`src/rtl/ivs_axi_pkg.sv`:
```
// Shared constants, widths and types for the IVS AXI read arbiter.
package ivs_axi_pkg;

    localparam int unsigned ID_W  = 4;
    localparam int unsigned IDX_W = 2;
    localparam int unsigned SEQ_W = 2;
    localparam int unsigned LEN_W = 6;
    localparam int unsigned CNT_W = 3;   // holds 0..4 outstanding bursts

    localparam logic [2:0] AXI_SIZE_16B   = 3'b100;
    localparam logic [1:0] AXI_BURST_INCR = 2'b01;
    localparam logic [1:0] RESP_OKAY      = 2'b00;

    typedef enum logic [0:0] {
        IDLE = 1'b0,
        HOLD = 1'b1
    } arb_state_t;

    // arid layout: owning requester in the upper bits, per-requester sequence below
    typedef struct packed {
        logic [IDX_W-1:0] idx;
        logic [SEQ_W-1:0] seq;
    } arid_t;

endpackage

```
`src/rtl/ivs_axi_rd_arb_if.sv`:
```
// AXI read channel (AR + R) bundle.
//   master: drives AR fields and rready (the arbiter)
//   slave : drives arready and the R beat fields (memory side)
interface ivs_axi_rd_arb_if import ivs_axi_pkg::*; #(
    parameter int unsigned AW   = 32,
    parameter int unsigned BDWD = 128
);

    logic              arvalid;
    logic              arready;
    logic [ID_W-1:0]   arid;
    logic [AW-1:0]     araddr;
    logic [LEN_W-1:0]  arlen;
    logic [2:0]        arsize;
    logic [1:0]        arburst;

    logic              rvalid;
    logic              rready;
    logic [ID_W-1:0]   rid;
    logic [BDWD-1:0]   rdata;
    logic              rlast;
    logic [1:0]        rresp;

    modport master (
        output arvalid, arid, araddr, arlen, arsize, arburst, rready,
        input  arready, rvalid, rid, rdata, rlast, rresp
    );

    modport slave (
        input  arvalid, arid, araddr, arlen, arsize, arburst, rready,
        output arready, rvalid, rid, rdata, rlast, rresp
    );

endinterface

```
`src/rtl/ivs_rr_pick.sv`:
```
// Round-robin picker: first set bit of req at or after ptr, wrapping.
//   req   : request vector
//   ptr   : starting index
//   any_c : at least one request set
//   idx_c : chosen index (0 when none)
module ivs_rr_pick #(
    parameter  int unsigned N  = 4,
    localparam int unsigned PW = $clog2(N)
) (
    input  logic [N-1:0]  req,
    input  logic [PW-1:0] ptr,
    output logic          any_c,
    output logic [PW-1:0] idx_c
);

    logic [PW-1:0] cand;

    always_comb begin
        any_c = 1'b0;
        idx_c = '0;
        cand  = '0;
        for (int unsigned k = 0; k < N; k++) begin
            cand = PW'((32'(ptr) + k) % N);
            if (!any_c && req[cand]) begin
                any_c = 1'b1;
                idx_c = cand;
            end
        end
    end

endmodule

```
`src/rtl/ivs_axi_rd_arb.sv`:
```
// Round-robin arbiter sharing one AXI read channel among NUM_REQ engines.
//   aclk/arst      : clock, async active-high reset
//   req_ar*        : per-requester burst requests (packed, requester 0 in LSBs)
//   req_r*         : R beats steered back to the owner selected by rid[3:2]
//   err_sts/err_clr: sticky per-requester error flags and their clear pulses
//   bus            : AXI AR/R channel toward IVS_TOP
module ivs_axi_rd_arb import ivs_axi_pkg::*; #(
    parameter int unsigned NUM_REQ  = 4,
    parameter int unsigned AW       = 32,
    parameter int unsigned BDWD     = 128,
    parameter int unsigned MAX_OUTS = 4
) (
    input  logic                     aclk,
    input  logic                     arst,
    input  logic [NUM_REQ-1:0]       req_arvalid,
    output logic [NUM_REQ-1:0]       req_arready,
    input  logic [NUM_REQ*AW-1:0]    req_araddr,
    input  logic [NUM_REQ*LEN_W-1:0] req_arlen,
    output logic [NUM_REQ-1:0]       req_rvalid,
    output logic [BDWD-1:0]          req_rdata,
    output logic                     req_rlast,
    input  logic [NUM_REQ-1:0]       req_rready,
    output logic [NUM_REQ-1:0]       err_sts,
    input  logic [NUM_REQ-1:0]       err_clr,
    ivs_axi_rd_arb_if.master         bus
);

    localparam logic [0:0] ST_IDLE = 1'(IDLE);
    localparam logic [0:0] ST_HOLD = 1'(HOLD);

    logic [0:0]         state_q, state_d;
    logic [IDX_W-1:0]   rr_ptr_q, rr_ptr_d;
    logic [IDX_W-1:0]   grant_q, grant_d;
    logic               arvalid_q, arvalid_d;
    arid_t              arid_q, arid_d;
    logic [AW-1:0]      araddr_q, araddr_d;
    logic [LEN_W-1:0]   arlen_q, arlen_d;
    logic [NUM_REQ-1:0] req_arready_q, req_arready_d;
    logic [CNT_W-1:0]   outs_cnt_q [NUM_REQ];
    logic [CNT_W-1:0]   outs_cnt_d [NUM_REQ];
    logic [SEQ_W-1:0]   seq_q [NUM_REQ];
    logic [SEQ_W-1:0]   seq_d [NUM_REQ];
    logic [NUM_REQ-1:0] err_q, err_d;

    logic [NUM_REQ-1:0] eligible_c;
    logic               pick_any_c;
    logic [IDX_W-1:0]   pick_idx_c;
    logic [IDX_W-1:0]   owner_c;
    logic               owner_idle_c;
    logic               ar_hs_c;
    logic               beat_acc_c;
    logic [NUM_REQ-1:0] cnt_inc_c, cnt_dec_c, err_set_c;

    // Eligibility; a requester whose accept pulse is out this cycle still shows
    // its old request and must not be granted twice.
    always_comb begin
        for (int i = 0; i < NUM_REQ; i++) begin
            eligible_c[i] = req_arvalid[i] && !req_arready_q[i]
                            && (32'(outs_cnt_q[i]) < MAX_OUTS);
        end
    end

    ivs_rr_pick #(.N(NUM_REQ)) u_pick (
        .req   (eligible_c),
        .ptr   (rr_ptr_q),
        .any_c (pick_any_c),
        .idx_c (pick_idx_c)
    );

    // R steering; beats for an owner with nothing outstanding are swallowed.
    assign owner_c      = bus.rid[ID_W-1 -: IDX_W];
    assign owner_idle_c = (outs_cnt_q[owner_c] == '0);
    assign bus.rready   = owner_idle_c ? bus.rvalid : req_rready[owner_c];
    assign beat_acc_c   = bus.rvalid && bus.rready;
    assign req_rdata    = bus.rdata;
    assign req_rlast    = bus.rlast;

    always_comb begin
        req_rvalid = '0;
        if (bus.rvalid && !owner_idle_c) begin
            req_rvalid[owner_c] = 1'b1;
        end
    end

    assign ar_hs_c = arvalid_q && bus.arready;

    // Per-requester counter and error events
    always_comb begin
        for (int i = 0; i < NUM_REQ; i++) begin
            cnt_inc_c[i] = ar_hs_c && (grant_q == IDX_W'(i));
            cnt_dec_c[i] = beat_acc_c && bus.rlast && !owner_idle_c
                           && (owner_c == IDX_W'(i));
            err_set_c[i] = beat_acc_c && (owner_c == IDX_W'(i))
                           && ((bus.rresp != RESP_OKAY) || owner_idle_c);
        end
    end

    // Next-state and registered-output logic
    always_comb begin
        state_d       = state_q;
        rr_ptr_d      = rr_ptr_q;
        grant_d       = grant_q;
        arvalid_d     = arvalid_q;
        arid_d        = arid_q;
        araddr_d      = araddr_q;
        arlen_d       = arlen_q;
        req_arready_d = '0;
        outs_cnt_d    = outs_cnt_q;
        seq_d         = seq_q;
        err_d         = err_q;

        case (state_q)
            ST_IDLE: begin
                if (pick_any_c) begin
                    state_d   = ST_HOLD;
                    grant_d   = pick_idx_c;
                    arvalid_d = 1'b1;
                    arid_d    = arid_t'{idx: pick_idx_c, seq: seq_q[pick_idx_c]};
                    araddr_d  = req_araddr[pick_idx_c*AW +: AW];
                    arlen_d   = req_arlen[pick_idx_c*LEN_W +: LEN_W];
                end
            end
            ST_HOLD: begin
                if (ar_hs_c) begin
                    state_d                = ST_IDLE;
                    arvalid_d              = 1'b0;
                    req_arready_d[grant_q] = 1'b1;
                    seq_d[grant_q]         = seq_q[grant_q] + 1'b1;
                    rr_ptr_d               = grant_q + 1'b1;
                end
            end
            default: state_d = ST_IDLE;
        endcase

        for (int i = 0; i < NUM_REQ; i++) begin
            if (cnt_inc_c[i] && !cnt_dec_c[i]) begin
                outs_cnt_d[i] = outs_cnt_q[i] + 1'b1;
            end else if (cnt_dec_c[i] && !cnt_inc_c[i]) begin
                outs_cnt_d[i] = outs_cnt_q[i] - 1'b1;
            end
            if (err_set_c[i]) begin
                err_d[i] = 1'b1;
            end else if (err_clr[i]) begin
                err_d[i] = 1'b0;
            end
        end
    end

    // State register
    always_ff @(posedge aclk or posedge arst) begin
        if (arst) begin
            state_q <= ST_IDLE;
        end else begin
            state_q <= state_d;
        end
    end

    // Datapath and tracking registers
    always_ff @(posedge aclk or posedge arst) begin
        if (arst) begin
            rr_ptr_q      <= '0;
            grant_q       <= '0;
            arvalid_q     <= 1'b0;
            arid_q        <= '0;
            araddr_q      <= '0;
            arlen_q       <= '0;
            req_arready_q <= '0;
            err_q         <= '0;
            for (int i = 0; i < NUM_REQ; i++) begin
                outs_cnt_q[i] <= '0;
                seq_q[i]      <= '0;
            end
        end else begin
            rr_ptr_q      <= rr_ptr_d;
            grant_q       <= grant_d;
            arvalid_q     <= arvalid_d;
            arid_q        <= arid_d;
            araddr_q      <= araddr_d;
            arlen_q       <= arlen_d;
            req_arready_q <= req_arready_d;
            err_q         <= err_d;
            for (int i = 0; i < NUM_REQ; i++) begin
                outs_cnt_q[i] <= outs_cnt_d[i];
                seq_q[i]      <= seq_d[i];
            end
        end
    end

    assign bus.arvalid = arvalid_q;
    assign bus.arid    = arid_q;
    assign bus.araddr  = araddr_q;
    assign bus.arlen   = arlen_q;
    assign bus.arsize  = AXI_SIZE_16B;
    assign bus.arburst = AXI_BURST_INCR;
    assign req_arready = req_arready_q;
    assign err_sts     = err_q;

endmodule
```
`src/flat_wrapper.sv`:
```
// flat-port wrapper written by rule: the top's interface ports become plain ports
module ivs_axi_rd_arb_flat import ivs_axi_pkg::*;
#(
    parameter int unsigned NUM_REQ  = 4,
    parameter int unsigned AW       = 32,
    parameter int unsigned BDWD     = 128,
    parameter int unsigned MAX_OUTS = 4
)
  (aclk, arst, req_arvalid, req_arready, req_araddr, req_arlen, req_rvalid, req_rdata, req_rlast, req_rready, err_sts, err_clr, bus_arvalid, bus_arid, bus_araddr, bus_arlen, bus_arsize, bus_arburst, bus_rready, bus_arready, bus_rvalid, bus_rid, bus_rdata, bus_rlast, bus_rresp);
  ivs_axi_rd_arb_if #(.AW(AW), .BDWD(BDWD)) bus_i ();
  input  logic aclk;
  input  logic arst;
  input  logic [NUM_REQ-1:0] req_arvalid;
  output logic [NUM_REQ-1:0] req_arready;
  input  logic [NUM_REQ*AW-1:0] req_araddr;
  input  logic [NUM_REQ*LEN_W-1:0] req_arlen;
  output logic [NUM_REQ-1:0] req_rvalid;
  output logic [BDWD-1:0] req_rdata;
  output logic req_rlast;
  input  logic [NUM_REQ-1:0] req_rready;
  output logic [NUM_REQ-1:0] err_sts;
  input  logic [NUM_REQ-1:0] err_clr;
  output wire logic [$bits(bus_i.arvalid)-1:0] bus_arvalid;
  output wire logic [$bits(bus_i.arid)-1:0] bus_arid;
  output wire logic [$bits(bus_i.araddr)-1:0] bus_araddr;
  output wire logic [$bits(bus_i.arlen)-1:0] bus_arlen;
  output wire logic [$bits(bus_i.arsize)-1:0] bus_arsize;
  output wire logic [$bits(bus_i.arburst)-1:0] bus_arburst;
  output wire logic [$bits(bus_i.rready)-1:0] bus_rready;
  input wire logic [$bits(bus_i.arready)-1:0] bus_arready;
  input wire logic [$bits(bus_i.rvalid)-1:0] bus_rvalid;
  input wire logic [$bits(bus_i.rid)-1:0] bus_rid;
  input wire logic [$bits(bus_i.rdata)-1:0] bus_rdata;
  input wire logic [$bits(bus_i.rlast)-1:0] bus_rlast;
  input wire logic [$bits(bus_i.rresp)-1:0] bus_rresp;
  assign bus_arvalid = bus_i.arvalid;
  assign bus_arid = bus_i.arid;
  assign bus_araddr = bus_i.araddr;
  assign bus_arlen = bus_i.arlen;
  assign bus_arsize = bus_i.arsize;
  assign bus_arburst = bus_i.arburst;
  assign bus_rready = bus_i.rready;
  assign bus_i.arready = bus_arready;
  assign bus_i.rvalid = bus_rvalid;
  assign bus_i.rid = bus_rid;
  assign bus_i.rdata = bus_rdata;
  assign bus_i.rlast = bus_rlast;
  assign bus_i.rresp = bus_rresp;
  ivs_axi_rd_arb #(.NUM_REQ(NUM_REQ), .AW(AW), .BDWD(BDWD), .MAX_OUTS(MAX_OUTS)) u_core (.aclk(aclk), .arst(arst), .req_arvalid(req_arvalid), .req_arready(req_arready), .req_araddr(req_araddr), .req_arlen(req_arlen), .req_rvalid(req_rvalid), .req_rdata(req_rdata), .req_rlast(req_rlast), .req_rready(req_rready), .err_sts(err_sts), .err_clr(err_clr), .bus(bus_i));
endmodule
```
`config.mk`:
```
export PLATFORM = sky130hd
export DESIGN_NAME = ivs_axi_rd_arb_flat
export DESIGN_NICKNAME = d
export VERILOG_FILES = /design/src/rtl/ivs_axi_pkg.sv /design/src/rtl/ivs_axi_rd_arb_if.sv /design/src/rtl/ivs_rr_pick.sv /design/src/rtl/ivs_axi_rd_arb.sv /design/src/flat_wrapper.sv
export SDC_FILE = /design/constraint.sdc
export NUM_CORES = 1
export LEC_CHECK = 0
export CAP_MARGIN = 20
export CORE_AREA = 2 2 194 196
export CTS_CLUSTER_DIAMETER = 150
export DETAILED_ROUTE_END_ITERATION = 7
export DIE_AREA = 0 0 196 198
export GPL_ROUTABILITY_DRIVEN = 0
export SYNTH_ARGS = -nofsm -noshare
export SYNTH_HDL_FRONTEND = slang
export SYNTH_SLANG_ARGS = --single-unit
export TNS_END_PERCENT = 1
```
`constraint.sdc`:
```
create_clock -name aclk -period 2.6 [get_ports aclk]
set_clock_uncertainty 0.1 [all_clocks]
set_input_delay 0.52 -clock aclk [delete_from_list [all_inputs] [get_ports aclk]]
set_output_delay 0.52 -clock aclk [all_outputs]
set_load 0.005 [all_outputs]
```
Run 1, register map, names as in the netlist:
(1.5 px per µm)
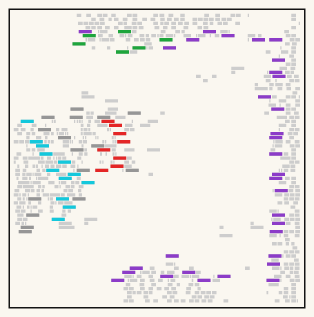
Red is u_core.seq_q, sequential cells 8. Green is u_core.bus.arlen, sequential cells 6, where north. Cyan is u_core.outs_cnt_q, sequential cells 12, where west. Purple is u_core.bus.araddr, sequential cells 32.
Seq area share: 0.225
Seq power: 2.09 mW

Run 1, routing congestion:
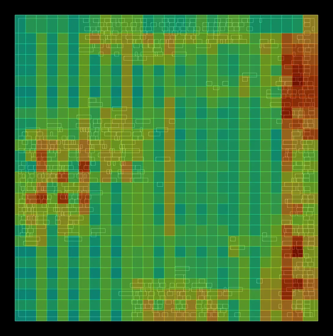
met3 GRT Util: 0.0640
met2 usage: 0.178
GR peak layer: met2

Run 1, gate-type map:
(1.5 px per µm)
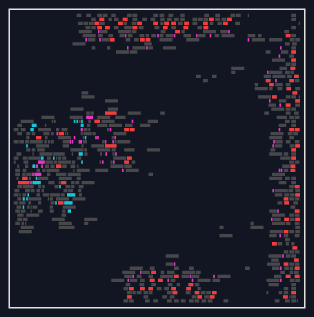
Cyan is nor cells, cells 24, where west. Red is mux cells, cells 90, where spread over the die. Magenta is nand cells, cells 63, where spread over the die.
Comb area share: 0.310
Final Non-Filler Cells: 1155
most used logic cell in the final layout: clkdlybuf4s50_1

Run 1, pin map:
(2 px per µm) Pins as bars across the die edge, other pins in gray.
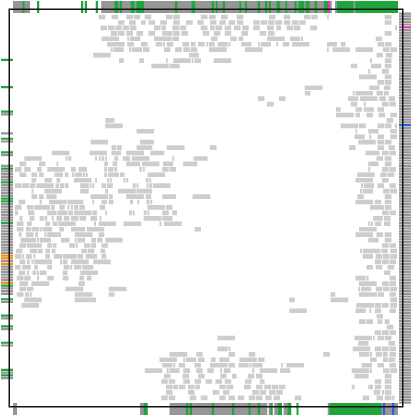
Orange is req_rvalid, pins 4, direction output, edge west. Blue is bus_arsize, pins 3, direction output, edge 2 south, 1 east. Magenta is bus_arburst, pins 2, direction output, edge 1 east, 1 north. Green is req_rdata, pins 128, direction output, edge 69 north, 42 south, 17 west.
All pins by edge: 172 north, 144 east, 108 south, 69 west.
die y size: 198 µm
# port buffers: 229

==> metrics.yaml, run 1 <==
status:
  outcome: "finished, final reports clean"
cells_and_area:
  logic_gates: 283
  seqCellArea_um2: 1850
  clk_share: 0.0377
  nFillCells: 4015
  num-nonclk-buffers: 291
  utilization: 0.223
  largest_cell_class: "non-clock buffers"
  final-comb-area_um2: 2550
  nClkBuffers: 10
  final_cell_area_um2: 8240
  lay_top_cells: "clkdlybuf4s50_1, mux2i_1, dfrtp_1"
  drive_gt1_frac: 0.219
  largest_register_ff_count: 32
placed_design:
  placed_cell_area_um2: 7850
setup_path:
  critPathLaunch: "u_core.outs_cnt_q[11]$_DFFE_PP0P_"
  path_cells: "o31a_1 -> o31ai_4 -> buf_4 -> or3_1 -> ha_1 -> inv_1 -> fa_1 -> xor2_1 -> nor2_1 -> xor2_1"
  reg2reg_depth: 10
  timing.rr.end: "u_core.outs_cnt_q[8]$_DFFE_PP0P_"
  cp_common_cell: "xor2_1"
  crit_slowest_cell: "fa_1"
timing:
  setup_violations: 0
  fmax_ghz: 0.389
  worstMarginPinSlew_ps: 501
  slew_violations: 0
global_route:
  track_usage: 0.102
  grt_pass1_vias: 4433
  antenna_found_initial: 0
  gr-usage-met1: 0.0958
clocking:
  cts.hold.buffers_added: 0
  cts_tree: "yes"
  cts_setup_buffers: 0
  clk_pin_slew_ps: 70
  clock_sinks: 74
  clockBufferDepth: 2
drt:
  viasPerCell: 3.78
  drt_wl_total_um: 20700
  drtIter0Drc: 85
  detail-route-antenna-nets: 0
  vias: 4363
yosys:
  synth_area_um2: 5510
  syn_area_per_cell_um2: 10.4
  ys_sh_aoi: 0.136
  ys_sh_xor: 0.0207
  ff_type: "dfrtp_1"
  netlist.area_leader.share: 0.336
  enable_flop_cells: 0
  yosys.stat.seqShare: 0.336
  ys_types: 39
  area_leaders: "dfrtp_1, buf_4, mux2i_1, o221ai_2, nand2_1"
  yosys_area_um2: 5510
  adder_share: 0.0327
  yosysCellCount: 531
  logic_family: "buffers and inverters"
  simple_gate_share: 0.0779
pwr:
  vdd_drop_max_uv: 367
  power_density_nw_per_um2: 980
floorplan:
  fp_util: 0.149
  fp-row-count: 71
  core_um2: 37000
  dieArea_um2: 38800
  die_x_um: 196
  tap-cell-count: 474
worst_hold_path:
  holdPathStages: 2
run 1: cells in the mapped netlist (5+ instances only):
master	count
mux2i_1	80
and3_1	5
ha_1	8
buf_6	6
buf_2	13
o221ai_2	39
buf_4	134
mux2_2	7
xor2_1	8
xnor2_1	5
nor3_1	5
nor2_1	15
clkbuf_1	7
nand2_1	57
dfrtp_1	74
o21ai_0	5
inv_1	17
o21ai_1	6
run 1: power by group:
part           internal, mW  switching [mW]  total (mW)
registers              1.68           0.417        2.09
clock network         0.779           0.585        1.36
logic                  2.59            2.02        4.62
total                  5.05            3.03        8.08
run 1: metal layers:
metal	vias up	share of wire	wire, µm
met3	34	0.13	2740
li1	2004	-	-
met2	284	0.49	10300
met5	-	0	0
met1	2041	0.33	6930
met4	0	0.039	811
Run 1, placed cells, one color a class:
(2 px per µm)
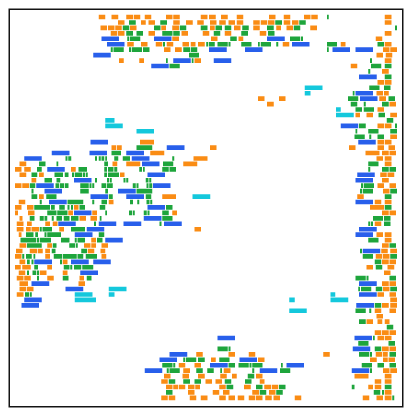

==> run 2: changes to the inputs <==
==> constraint.sdc (replaced) <==
create_clock -name aclk -period 2.6 [get_ports aclk]
set_clock_uncertainty 0.1 [all_clocks]
set_input_delay 0.52 -clock aclk [delete_from_list [all_inputs] [get_ports aclk]]
set_output_delay 0.52 -clock aclk [all_outputs]
set_load 0.1 [all_outputs]
Run 2, placed cells, one color a class:
(2 px per µm)
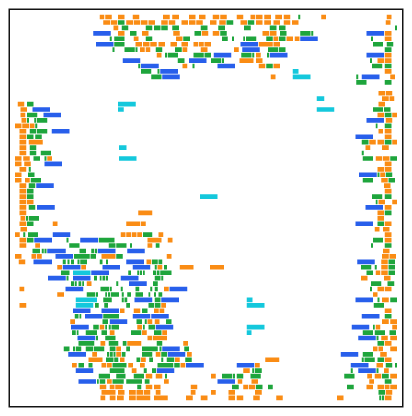
Orange is remaining buffers and delay cells, cells 295. Green is remaining logic cells, cells 300. Blue is sequential cells, cells 74. Cyan is clock drivers and dummy loads, cells 16.
final instance area: 8270 µm²
Util after Layout: 0.224

==> metrics.yaml, run 2 <==
status:
  outcome: "finished, final reports clean"
yosys:
  largest_area_cell: "dfrtp_1"
  ys_sh_aoi: 0.136  # unchanged
  yosysCellCount: 531  # unchanged
  top_cell: "buf_4"
  logic_family: "buffers and inverters"
  common_cells: "buf_4, mux2i_1, dfrtp_1, nand2_1, o221ai_2"
  numSynthFlops: 74
  adder_share: 0.0327  # unchanged
  area_leaders: "dfrtp_1, buf_4, mux2i_1, o221ai_2, nand2_1"
  syn_area_per_cell_um2: 10.4  # unchanged
  ys_types: 39  # unchanged
  netlist.area_leader.share: 0.336  # unchanged
  mux_area_frac: 0.172
  enable_flop_cells: 0  # unchanged
  yosys_area_um2: 5510  # unchanged
  simple_gate_share: 0.0779  # unchanged
  ff_type: "dfrtp_1"
  synth_area_um2: 5510  # unchanged
  ys_sh_xor: 0.0207  # unchanged
  synth_warnings: 0
  yosys.stat.seqShare: 0.336  # unchanged
timing:
  final-hold-violation-count: 0
  relSlewSlack: 0.577
  finalCritPeriodShare: 0.977
  worstMarginPinSlew_ps: 633  # +132 ps
  hold_ws_ps: 391
  period_minus_slack_ps: 2540
  fmax_ghz: 0.394  # +1.2%
  setup_violations: 0  # unchanged
  slew_violations: 0  # unchanged
  setup_tns_ps: 0
drt:
  drtIter0Drc: 97  # +14%
  wire_per_inst_um: 17.6
  wl_met1_um: 6860  # -1.0%
  topRoutingLayerUsed: "met4"
  vias: 4371  # +0.18%
  dr_wl_met3_um: 2410  # -12%
  drt_wl_total_um: 20400  # -1.5%
  detail-route-antenna-nets: 0  # unchanged
  viasPerCell: 3.77  # -0.16%
  routed-wl-met2_um: 9980  # -2.7%
clocking:
  root_buffer: "clkbuf_16"
  cts.hold.buffers_added: 0  # unchanged
  cts_tree: "yes"
  cts_setup_buffers: 2  # +2
  clock_sinks: 74  # unchanged
  cts.repair.resized: 10
  clk_pin_slew_ps: 60  # about the same
  clockBufferDepth: 2  # unchanged
floorplan:
  tap-cell-count: 474  # unchanged
  dieArea_um2: 38800  # unchanged
  fp-row-count: 71  # unchanged
  fp_util: 0.149  # unchanged
  io_pins: 493
  fp.dieH_um: 198  # unchanged
  core_um2: 37000  # unchanged
  die_x_um: 196  # unchanged
global_route:
  grt_pass1_vias: 4666  # +5.3%
  busiest_layer: "met2"
  track_usage: 0.102  # +0.000122
  grt_pass1_wl_um: 28900
  grt_max_degree: 30
  use_met3: 0.0506  # -0.0135
  met2_usage: 0.174  # -0.00395
  grt_overflow: 0
  gr-usage-met1: 0.0978  # +0.00201
  antenna_found_initial: 0  # unchanged
pwr:
  leakage_nw: 3.47
  swShare: 0.531  # +0.157
  vdd_drop_max_uv: 717  # +95%
  power_density_nw_per_um2: 1280  # +30%
  powerComb_mw: 7.08  # +53%
  internal_power_mw: 4.95  # -2.0%
  p_clk_mw: 1.38  # about the same
  totalPowerFinal_mw: 10.6
  powerSeq_mw: 2.10  # about the same
  maxPowerGroup: "combinational logic"
  p_switching_mw: 5.61  # +85%
  p_comb_frac: 0.671  # +0.099
  clock_power_share: 0.130  # -0.039
  p_seq_frac: 0.199  # -0.060
worst_hold_path:
  holdPathStages: 2  # unchanged
  min_from: "u_core.bus.araddr[15]$_DFFE_PP0P_"
  min_path_type: "reg -> reg"
  min_to: "u_core.bus.araddr[15]$_DFFE_PP0P_"
cells_and_area:
  inverters_excl_clock: 17
  lay_top_count: "clkdlybuf4s50_1"
  antenna_cells: 0
  comb_area_share: 0.314  # +0.00387
  flops: 74
  final-comb-area_um2: 2600  # +1.6%
  largest_register_ff_count: 32  # unchanged
  drive_gt1_frac: 0.324  # +0.105
  seq-cell-share: 0.224  # -0.000514
  clk_share: 0.0377  # about the same
  areaGrowthSynthToFinish_pct: 50.1
  nFillCells: 4023  # +0.20%
  fin_nets: 995
  lay_top_cells: "clkdlybuf4s50_1, buf_4, mux2i_1"
  num-nonclk-buffers: 295  # +1.4%
  logic_gates: 283  # unchanged
  seqCellArea_um2: 1850  # +0.14%
  nClkBuffers: 9  # -1
  largest_cell_class: "non-clock buffers"
  final_cells: 1159  # +0.35%
  bufAreaShareNonClock: 0.344
setup_path:
  critical_path_buf_inv_count: 4
  path_cells: "dlygate4sd2_1 -> buf_4 -> nor2_2 -> o31a_1 -> buf_4 -> nor3_4 -> mux2_4 -> buf_12"
  cp-end-kind: "output pin"
  critPathLaunch: "bus_rid[3]"
  cp_common_cell: "buf_4"
  critical-path-top-delay-family: "buffers and inverters"
  timing.rr.end: "u_core.outs_cnt_q[7]$_DFFE_PP0P_"
  criticalPathCategory: "in -> out"
  path_max_fanout: 4
  reg2reg_depth: 9  # -1
  cpPeakStageDelay_ps: 320
  crit_slowest_cell: "mux2_4"
placed_design:
  place_ws_ps: -527
  port_buffers: 229  # unchanged
  dp_hpwl_um: 17100
  dp.cells: 1138
  placed_cell_area_um2: 7860  # +0.21%
flow_run:
  cap_violations: 0
  warnings: 33
-- run 2: cell types whose count changed in the layout (fill, tap and decap cells not counted), moves of 3 or more --
cell	before	now
buf_4	51	106
nor2_1	13	9
nor2_2	2	5
buf_12	9	16
clkdlybuf4s50_1	222	170
-- run 2: worst max path at each step --
stage	to	slack [ps]	cells after the start
floorplan	u_core.outs_cnt_q[2]$_DFFE_PP0P_	-70	12
global placement	u_core.outs_cnt_q[2]$_DFFE_PP0P_	-470	13
detailed placement	u_core.outs_cnt_q[8]$_DFFE_PP0P_	-530	12
CTS	bus_rready	30	6
global route	req_rvalid[3]	-40	7
finish	bus_rready	60	8
Power figures rest on the tool's default switching activity, not on a simulated workload.
